$ cat config.mk
export PLATFORM = sky130hd
export DESIGN_NAME = fb_stream_writer_flat
export DESIGN_NICKNAME = d
export VERILOG_FILES = /design/src/rtl/fb_stream_writer_if.sv /design/src/rtl/fb_stream_writer.sv /design/src/flat_wrapper.sv
export SDC_FILE = /design/constraint.sdc
export NUM_CORES = 1
export LEC_CHECK = 0
export ABC_AREA = 1
export CAP_MARGIN = 20
export CORE_MARGIN = 4
export CORE_UTILIZATION = 55
export CTS_CLUSTER_SIZE = 24
export DETAILED_ROUTE_END_ITERATION = 10
export PLACE_DENSITY = 0.82
export SYNTH_ARGS = -nofsm -noshare
export SYNTH_HDL_FRONTEND = slang
export SYNTH_SLANG_ARGS = --single-unit
$ cat constraint.sdc
create_clock -name aclk -period 2.55 [get_ports aclk]
set_input_delay 0.255 -clock aclk [delete_from_list [all_inputs] [get_ports aclk]]
set_output_delay 0.255 -clock aclk [all_outputs]
set_load 0.01 [all_outputs]
$ cat src/rtl/fb_stream_writer_if.sv
// Stream input and AXI4 write channels for the framebuffer writer.
// The master modport is the writer's view; slave is the memory/stream side.
interface fb_stream_writer_if;
  logic        s_axis_tvalid;
  logic        s_axis_tready;
  logic [31:0] s_axis_tdata;
  logic        s_axis_tlast;

  logic [3:0]  m_mem_axi_awid;
  logic [31:0] m_mem_axi_awaddr;
  logic [7:0]  m_mem_axi_awlen;
  logic [2:0]  m_mem_axi_awsize;
  logic [1:0]  m_mem_axi_awburst;
  logic        m_mem_axi_awlock;
  logic [3:0]  m_mem_axi_awcache;
  logic [2:0]  m_mem_axi_awprot;
  logic [3:0]  m_mem_axi_awqos;
  logic        m_mem_axi_awvalid;
  logic        m_mem_axi_awready;

  logic [31:0] m_mem_axi_wdata;
  logic [3:0]  m_mem_axi_wstrb;
  logic        m_mem_axi_wlast;
  logic        m_mem_axi_wvalid;
  logic        m_mem_axi_wready;

  logic [3:0]  m_mem_axi_bid;
  logic [1:0]  m_mem_axi_bresp;
  logic        m_mem_axi_bvalid;
  logic        m_mem_axi_bready;

  modport master (
    input  s_axis_tvalid, s_axis_tdata, s_axis_tlast,
    output s_axis_tready,
    output m_mem_axi_awid, m_mem_axi_awaddr, m_mem_axi_awlen, m_mem_axi_awsize,
           m_mem_axi_awburst, m_mem_axi_awlock, m_mem_axi_awcache, m_mem_axi_awprot,
           m_mem_axi_awqos, m_mem_axi_awvalid,
    input  m_mem_axi_awready,
    output m_mem_axi_wdata, m_mem_axi_wstrb, m_mem_axi_wlast, m_mem_axi_wvalid,
    input  m_mem_axi_wready,
    input  m_mem_axi_bresp, m_mem_axi_bvalid,
    output m_mem_axi_bready
  );

  modport slave (
    output s_axis_tvalid, s_axis_tdata, s_axis_tlast,
    input  s_axis_tready,
    input  m_mem_axi_awid, m_mem_axi_awaddr, m_mem_axi_awlen, m_mem_axi_awsize,
           m_mem_axi_awburst, m_mem_axi_awlock, m_mem_axi_awcache, m_mem_axi_awprot,
           m_mem_axi_awqos, m_mem_axi_awvalid,
    output m_mem_axi_awready,
    input  m_mem_axi_wdata, m_mem_axi_wstrb, m_mem_axi_wlast, m_mem_axi_wvalid,
    output m_mem_axi_wready,
    output m_mem_axi_bid, m_mem_axi_bresp, m_mem_axi_bvalid,
    input  m_mem_axi_bready
  );
endinterface

$ cat src/rtl/fb_stream_writer.sv
// AXI4 write master filling one framebuffer per start from a pixel stream,
// as INCR bursts with a single burst outstanding.
module fb_stream_writer #(
  parameter int unsigned FB_SIZE_BEATS = 307200,
  parameter int unsigned BURST_LEN     = 16,
  parameter logic [3:0]  AXI_ID        = 4'd0
) (
  input  logic        aclk,
  input  logic        resetn,
  input  logic        start,
  input  logic [31:0] fbAddr,
  output logic        busy,
  output logic        done,
  output logic        frameError,
  fb_stream_writer_if.master bus
);

  typedef enum logic [2:0] {S_IDLE, S_AW, S_W, S_B, S_DONE} state_t;

  state_t      state_q, state_d;
  logic [31:0] base_q, base_d;
  logic [31:0] remaining_q, remaining_d;
  logic [31:0] written_q, written_d;
  logic [8:0]  beat_cnt_q, beat_cnt_d;
  logic [31:0] awaddr_q, awaddr_d;
  logic [7:0]  awlen_q, awlen_d;
  logic        pad_q, pad_d;
  logic        short_err_q, short_err_d;
  logic        long_err_q, long_err_d;
  logic        resp_err_q, resp_err_d;

  logic        awvalid, wvalid, wlast, bready, tready;
  logic [31:0] wdata;
  logic [3:0]  wstrb;

  function automatic logic [7:0] awlen_for(input logic [31:0] rem);
    logic [8:0] n;
    n = (rem >= 32'(BURST_LEN)) ? 9'(BURST_LEN) : rem[8:0];
    return 8'(n - 9'd1);
  endfunction

  always_ff @(posedge aclk or negedge resetn) begin
    if (!resetn) begin
      state_q     <= S_IDLE;
      base_q      <= '0;
      remaining_q <= '0;
      written_q   <= '0;
      beat_cnt_q  <= '0;
      awaddr_q    <= '0;
      awlen_q     <= '0;
      pad_q       <= 1'b0;
      short_err_q <= 1'b0;
      long_err_q  <= 1'b0;
      resp_err_q  <= 1'b0;
    end else begin
      state_q     <= state_d;
      base_q      <= base_d;
      remaining_q <= remaining_d;
      written_q   <= written_d;
      beat_cnt_q  <= beat_cnt_d;
      awaddr_q    <= awaddr_d;
      awlen_q     <= awlen_d;
      pad_q       <= pad_d;
      short_err_q <= short_err_d;
      long_err_q  <= long_err_d;
      resp_err_q  <= resp_err_d;
    end
  end

  always_comb begin
    state_d     = state_q;
    base_d      = base_q;
    remaining_d = remaining_q;
    written_d   = written_q;
    beat_cnt_d  = beat_cnt_q;
    awaddr_d    = awaddr_q;
    awlen_d     = awlen_q;
    pad_d       = pad_q;
    short_err_d = short_err_q;
    long_err_d  = long_err_q;
    resp_err_d  = resp_err_q;
    awvalid     = 1'b0;
    wvalid      = 1'b0;
    wdata       = '0;
    wstrb       = '0;
    wlast       = 1'b0;
    bready      = 1'b0;
    tready      = 1'b0;

    unique case (state_q)
      S_IDLE: begin
        if (start) begin
          base_d      = fbAddr;
          remaining_d = 32'(FB_SIZE_BEATS);
          written_d   = '0;
          awaddr_d    = fbAddr;
          awlen_d     = awlen_for(32'(FB_SIZE_BEATS));
          pad_d       = 1'b0;
          short_err_d = 1'b0;
          long_err_d  = 1'b0;
          resp_err_d  = 1'b0;
          state_d     = S_AW;
        end
      end
      S_AW: begin
        awvalid = 1'b1;
        if (bus.m_mem_axi_awready) begin
          beat_cnt_d = {1'b0, awlen_q} + 9'd1;
          state_d    = S_W;
        end
      end
      S_W: begin
        wlast = (beat_cnt_q == 9'd1);
        // After an early tlast the stream is left alone and the burst is padded with null-strobe beats.
        if (pad_q) begin
          wvalid = 1'b1;
        end else begin
          wvalid = bus.s_axis_tvalid;
          tready = bus.m_mem_axi_wready;
          wdata  = bus.s_axis_tdata;
          wstrb  = 4'hF;
        end
        if (wvalid && bus.m_mem_axi_wready) begin
          beat_cnt_d  = beat_cnt_q - 9'd1;
          remaining_d = remaining_q - 32'd1;
          written_d   = written_q + 32'd1;
          if (!pad_q) begin
            if (bus.s_axis_tlast && remaining_q != 32'd1) begin
              short_err_d = 1'b1;
              pad_d       = 1'b1;
            end
            if (!bus.s_axis_tlast && remaining_q == 32'd1) begin
              long_err_d = 1'b1;
            end
          end
          if (wlast) begin
            pad_d   = 1'b0;
            state_d = S_B;
          end
        end
      end
      S_B: begin
        bready = 1'b1;
        if (bus.m_mem_axi_bvalid) begin
          if (bus.m_mem_axi_bresp != 2'b00) resp_err_d = 1'b1;
          if (remaining_q != 32'd0 && !short_err_q) begin
            awaddr_d = base_q + (written_q << 2);
            awlen_d  = awlen_for(remaining_q);
            state_d  = S_AW;
          end else begin
            state_d = S_DONE;
          end
        end
      end
      S_DONE: state_d = S_IDLE;
      default: state_d = S_IDLE;
    endcase
  end

  assign busy       = (state_q == S_AW) || (state_q == S_W) || (state_q == S_B);
  assign done       = (state_q == S_DONE);
  assign frameError = done && (short_err_q || long_err_q || resp_err_q);

  assign bus.s_axis_tready     = tready;
  assign bus.m_mem_axi_awid    = AXI_ID;
  assign bus.m_mem_axi_awaddr  = awaddr_q;
  assign bus.m_mem_axi_awlen   = awlen_q;
  assign bus.m_mem_axi_awsize  = 3'd2;
  assign bus.m_mem_axi_awburst = 2'd1;
  assign bus.m_mem_axi_awlock  = 1'b0;
  assign bus.m_mem_axi_awcache = 4'd0;
  assign bus.m_mem_axi_awprot  = 3'd0;
  assign bus.m_mem_axi_awqos   = 4'hF;
  assign bus.m_mem_axi_awvalid = awvalid;
  assign bus.m_mem_axi_wdata   = wdata;
  assign bus.m_mem_axi_wstrb   = wstrb;
  assign bus.m_mem_axi_wlast   = wlast;
  assign bus.m_mem_axi_wvalid  = wvalid;
  assign bus.m_mem_axi_bready  = bready;

endmodule
$ cat src/flat_wrapper.sv
// flat-port wrapper written by rule: the top's interface ports become plain ports
module fb_stream_writer_flat 
#(
  parameter int unsigned FB_SIZE_BEATS = 307200,
  parameter int unsigned BURST_LEN     = 16,
  parameter logic [3:0]  AXI_ID        = 4'd0
)
  (aclk, resetn, start, fbAddr, busy, done, frameError, bus_s_axis_tvalid, bus_s_axis_tdata, bus_s_axis_tlast, bus_s_axis_tready, bus_m_mem_axi_awid, bus_m_mem_axi_awaddr, bus_m_mem_axi_awlen, bus_m_mem_axi_awsize, bus_m_mem_axi_awburst, bus_m_mem_axi_awlock, bus_m_mem_axi_awcache, bus_m_mem_axi_awprot, bus_m_mem_axi_awqos, bus_m_mem_axi_awvalid, bus_m_mem_axi_awready, bus_m_mem_axi_wdata, bus_m_mem_axi_wstrb, bus_m_mem_axi_wlast, bus_m_mem_axi_wvalid, bus_m_mem_axi_wready, bus_m_mem_axi_bresp, bus_m_mem_axi_bvalid, bus_m_mem_axi_bready);
  fb_stream_writer_if bus_i ();
  input  logic aclk;
  input  logic resetn;
  input  logic start;
  input  logic [31:0] fbAddr;
  output logic busy;
  output logic done;
  output logic frameError;
  input wire logic [$bits(bus_i.s_axis_tvalid)-1:0] bus_s_axis_tvalid;
  input wire logic [$bits(bus_i.s_axis_tdata)-1:0] bus_s_axis_tdata;
  input wire logic [$bits(bus_i.s_axis_tlast)-1:0] bus_s_axis_tlast;
  output wire logic [$bits(bus_i.s_axis_tready)-1:0] bus_s_axis_tready;
  output wire logic [$bits(bus_i.m_mem_axi_awid)-1:0] bus_m_mem_axi_awid;
  output wire logic [$bits(bus_i.m_mem_axi_awaddr)-1:0] bus_m_mem_axi_awaddr;
  output wire logic [$bits(bus_i.m_mem_axi_awlen)-1:0] bus_m_mem_axi_awlen;
  output wire logic [$bits(bus_i.m_mem_axi_awsize)-1:0] bus_m_mem_axi_awsize;
  output wire logic [$bits(bus_i.m_mem_axi_awburst)-1:0] bus_m_mem_axi_awburst;
  output wire logic [$bits(bus_i.m_mem_axi_awlock)-1:0] bus_m_mem_axi_awlock;
  output wire logic [$bits(bus_i.m_mem_axi_awcache)-1:0] bus_m_mem_axi_awcache;
  output wire logic [$bits(bus_i.m_mem_axi_awprot)-1:0] bus_m_mem_axi_awprot;
  output wire logic [$bits(bus_i.m_mem_axi_awqos)-1:0] bus_m_mem_axi_awqos;
  output wire logic [$bits(bus_i.m_mem_axi_awvalid)-1:0] bus_m_mem_axi_awvalid;
  input wire logic [$bits(bus_i.m_mem_axi_awready)-1:0] bus_m_mem_axi_awready;
  output wire logic [$bits(bus_i.m_mem_axi_wdata)-1:0] bus_m_mem_axi_wdata;
  output wire logic [$bits(bus_i.m_mem_axi_wstrb)-1:0] bus_m_mem_axi_wstrb;
  output wire logic [$bits(bus_i.m_mem_axi_wlast)-1:0] bus_m_mem_axi_wlast;
  output wire logic [$bits(bus_i.m_mem_axi_wvalid)-1:0] bus_m_mem_axi_wvalid;
  input wire logic [$bits(bus_i.m_mem_axi_wready)-1:0] bus_m_mem_axi_wready;
  input wire logic [$bits(bus_i.m_mem_axi_bresp)-1:0] bus_m_mem_axi_bresp;
  input wire logic [$bits(bus_i.m_mem_axi_bvalid)-1:0] bus_m_mem_axi_bvalid;
  output wire logic [$bits(bus_i.m_mem_axi_bready)-1:0] bus_m_mem_axi_bready;
  assign bus_i.s_axis_tvalid = bus_s_axis_tvalid;
  assign bus_i.s_axis_tdata = bus_s_axis_tdata;
  assign bus_i.s_axis_tlast = bus_s_axis_tlast;
  assign bus_s_axis_tready = bus_i.s_axis_tready;
  assign bus_m_mem_axi_awid = bus_i.m_mem_axi_awid;
  assign bus_m_mem_axi_awaddr = bus_i.m_mem_axi_awaddr;
  assign bus_m_mem_axi_awlen = bus_i.m_mem_axi_awlen;
  assign bus_m_mem_axi_awsize = bus_i.m_mem_axi_awsize;
  assign bus_m_mem_axi_awburst = bus_i.m_mem_axi_awburst;
  assign bus_m_mem_axi_awlock = bus_i.m_mem_axi_awlock;
  assign bus_m_mem_axi_awcache = bus_i.m_mem_axi_awcache;
  assign bus_m_mem_axi_awprot = bus_i.m_mem_axi_awprot;
  assign bus_m_mem_axi_awqos = bus_i.m_mem_axi_awqos;
  assign bus_m_mem_axi_awvalid = bus_i.m_mem_axi_awvalid;
  assign bus_i.m_mem_axi_awready = bus_m_mem_axi_awready;
  assign bus_m_mem_axi_wdata = bus_i.m_mem_axi_wdata;
  assign bus_m_mem_axi_wstrb = bus_i.m_mem_axi_wstrb;
  assign bus_m_mem_axi_wlast = bus_i.m_mem_axi_wlast;
  assign bus_m_mem_axi_wvalid = bus_i.m_mem_axi_wvalid;
  assign bus_i.m_mem_axi_wready = bus_m_mem_axi_wready;
  assign bus_i.m_mem_axi_bresp = bus_m_mem_axi_bresp;
  assign bus_i.m_mem_axi_bvalid = bus_m_mem_axi_bvalid;
  assign bus_m_mem_axi_bready = bus_i.m_mem_axi_bready;
  fb_stream_writer #(.FB_SIZE_BEATS(FB_SIZE_BEATS), .BURST_LEN(BURST_LEN), .AXI_ID(AXI_ID)) u_core (.aclk(aclk), .resetn(resetn), .start(start), .fbAddr(fbAddr), .busy(busy), .done(done), .frameError(frameError), .bus(bus_i));
endmodule
==> results.txt <==
The full implementation flow was run.

The flow ran to the end, and the final reports show no timing, DRC or antenna violations. The cell area that synthesis handed to floorplanning was 10900 um^2. The global router reports that the layer with the highest usage is met2. In this design, the largest share of critical-path delay is due to simple AND/OR/NAND/NOR gates.

Sorting the Yosys area breakdown by cell type puts at the top dfrtp_1. The total power divided by cell area stands at 926 nW/um^2. The detailed-routed wire length on met2 stands at 15400 um. The highest metal layer carrying signal wires in the routed design is met4. The filler-free cell count of the finished design stands at between 2000 and 2500. Of the synthesized area, sequential elements account for 0.344. The number of clock buffers in the layout stands at 17. Per the final report, the share of cell area in non-clock buffers is 0.139. The worst setup path is launched from a flop. The count of buffer and inverter cells on the critical path stands at 1. The starting DRC count in detailed routing stands at around 1200. The most used flip-flop cell after synthesis is dfrtp_1. The number of global-route vias before repair stands at 10600. The worst setup path is captured at a primary output.

The number of nets in the finished design stands at a little under 2000. The die outline width stands at 149 um. The non-clock inverters instantiated in the layout total 239. Across all checked pins, the minimum headroom to the slew limit is 0.371. The number of buffers inserted by port buffering stands at 157. Clock latency on the worst-skew pair, taken at its later pin, is 0.44 ns. The top cell type in the final layout, fill and taps aside, is nand2_1. The clock-pin transition on the worst setup and hold timing paths stands at 0.07 ns.

The layout filler cell count stands at 1735. The depth of the critical timing path with buffers and inverters included stands at 4. The total cells reported by yosys after synthesis stands at 1696. The first-pass GRT wire length stands at 53500 um. The critical path endpoint has a required time of about 2.3 ns. The critical path ends at bus_m_mem_axi_wlast. The H-tree generated during clock tree synthesis spans 4 levels. For this run, the slowest stage of the critical path takes approximately 0.56 ns. The fraction of power consumed by the clock network stands at 0.211. Summed over all layers, the routed wires come to ~33000 um. The post-detailed-placement cell area stands at 12800 um^2. The number of buffers inserted for hold repair after clock tree synthesis stands at 1. The tightest min-delay check is of the in -> async type. The report lists the number of cells resized after CTS as 0. The cell count after synthesis came out at 1696. The sum of negative setup slack stands at 0 ns. The initial antenna violation count is 0. The number of synthesized flops with an enable pin stands at 0.

Endpoints with negative setup slack in the final report add up to 0. The power report attributes to the combinational group a share of 0.498. The share of the core area taken by cells at floorplan is 0.559. The synthesized area divided by synthesized cell count stands at ~6.4 um^2. The final antenna diode tally reported by the flow is 0. The final weighted congestion recorded by global placement is between 0.9 and 1. Per the layout area report, the register area comes to 3750 um^2.

The transition time at the pin with the least slew margin stands at 0.942 ns. Per the layout area report, the combinational gate area comes to 5940 um^2. After global routing the overflow that remains totals 0. The routed wirelength on the met1 layer is recorded as 14900 um.
sequential cells by signal (all words and copies together) (netlist names):
register	cells
u_core.bus.m_mem_axi_awaddr	32
u_core.short_err_q	1
u_core.long_err_q	1
u_core.written_q	30
u_core.bus.m_mem_axi_awlen	8
u_core.state_q	3
u_core.beat_cnt_q	9
u_core.pad_q	1
u_core.remaining_q	32
u_core.base_q	32
u_core.resp_err_q	1
kinds of logic (layout without fill, tap and decap cells):
kind of cell / count (synthesis) / count (layout) / synth area share
DFF: 150 / 150 / 0.344
xor gates and xnor gates: 25 / 25 / 0.0200
other: 2 / 21 / 0.000687
AOI/OAI and AO/OA: 190 / 190 / 0.0932
and+or+nand+nor: 978 / 979 / 0.377
muxes: 1 / 1 / 0.000916
buffers and inverters: 312 / 457 / 0.120
adders and majority gates: 38 / 38 / 0.0442
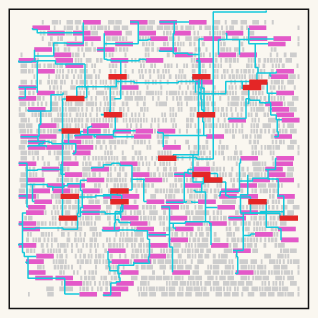
Fig. 1. Clock wires, drivers and flops.
Drawn at 2 px/um.
- magenta: flip-flops (count 150)
- cyan: clock wires (length 2210 um)
- red: clock-net drivers (count 17)
- routed clock nets: 18

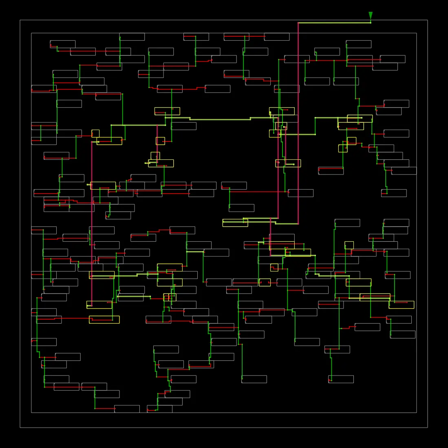
Fig. 2. Clock wiring as the flow saved it.
power of the clock network: 2610 uW
Inserted Clock Buffers: 17
Post-Route Skew: 0.0165 ns

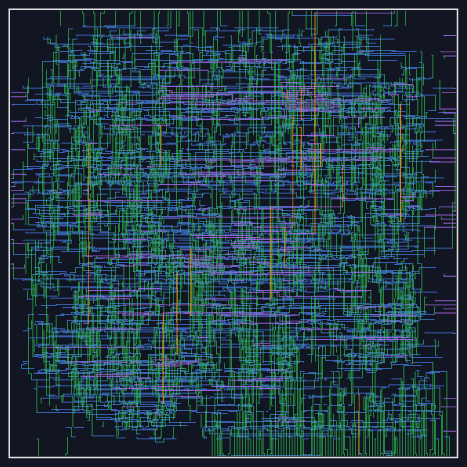
Fig. 3. Metal layers overlaid.
Drawn at 3 px/um.
- blue: M1 (wire length 14900 um)
- orange: M4 (wire length 412 um)
- green: M2 (wire length 15400 um)
- purple: M3 (wire length 2620 um)

Power and IR drop assume default switching activity.
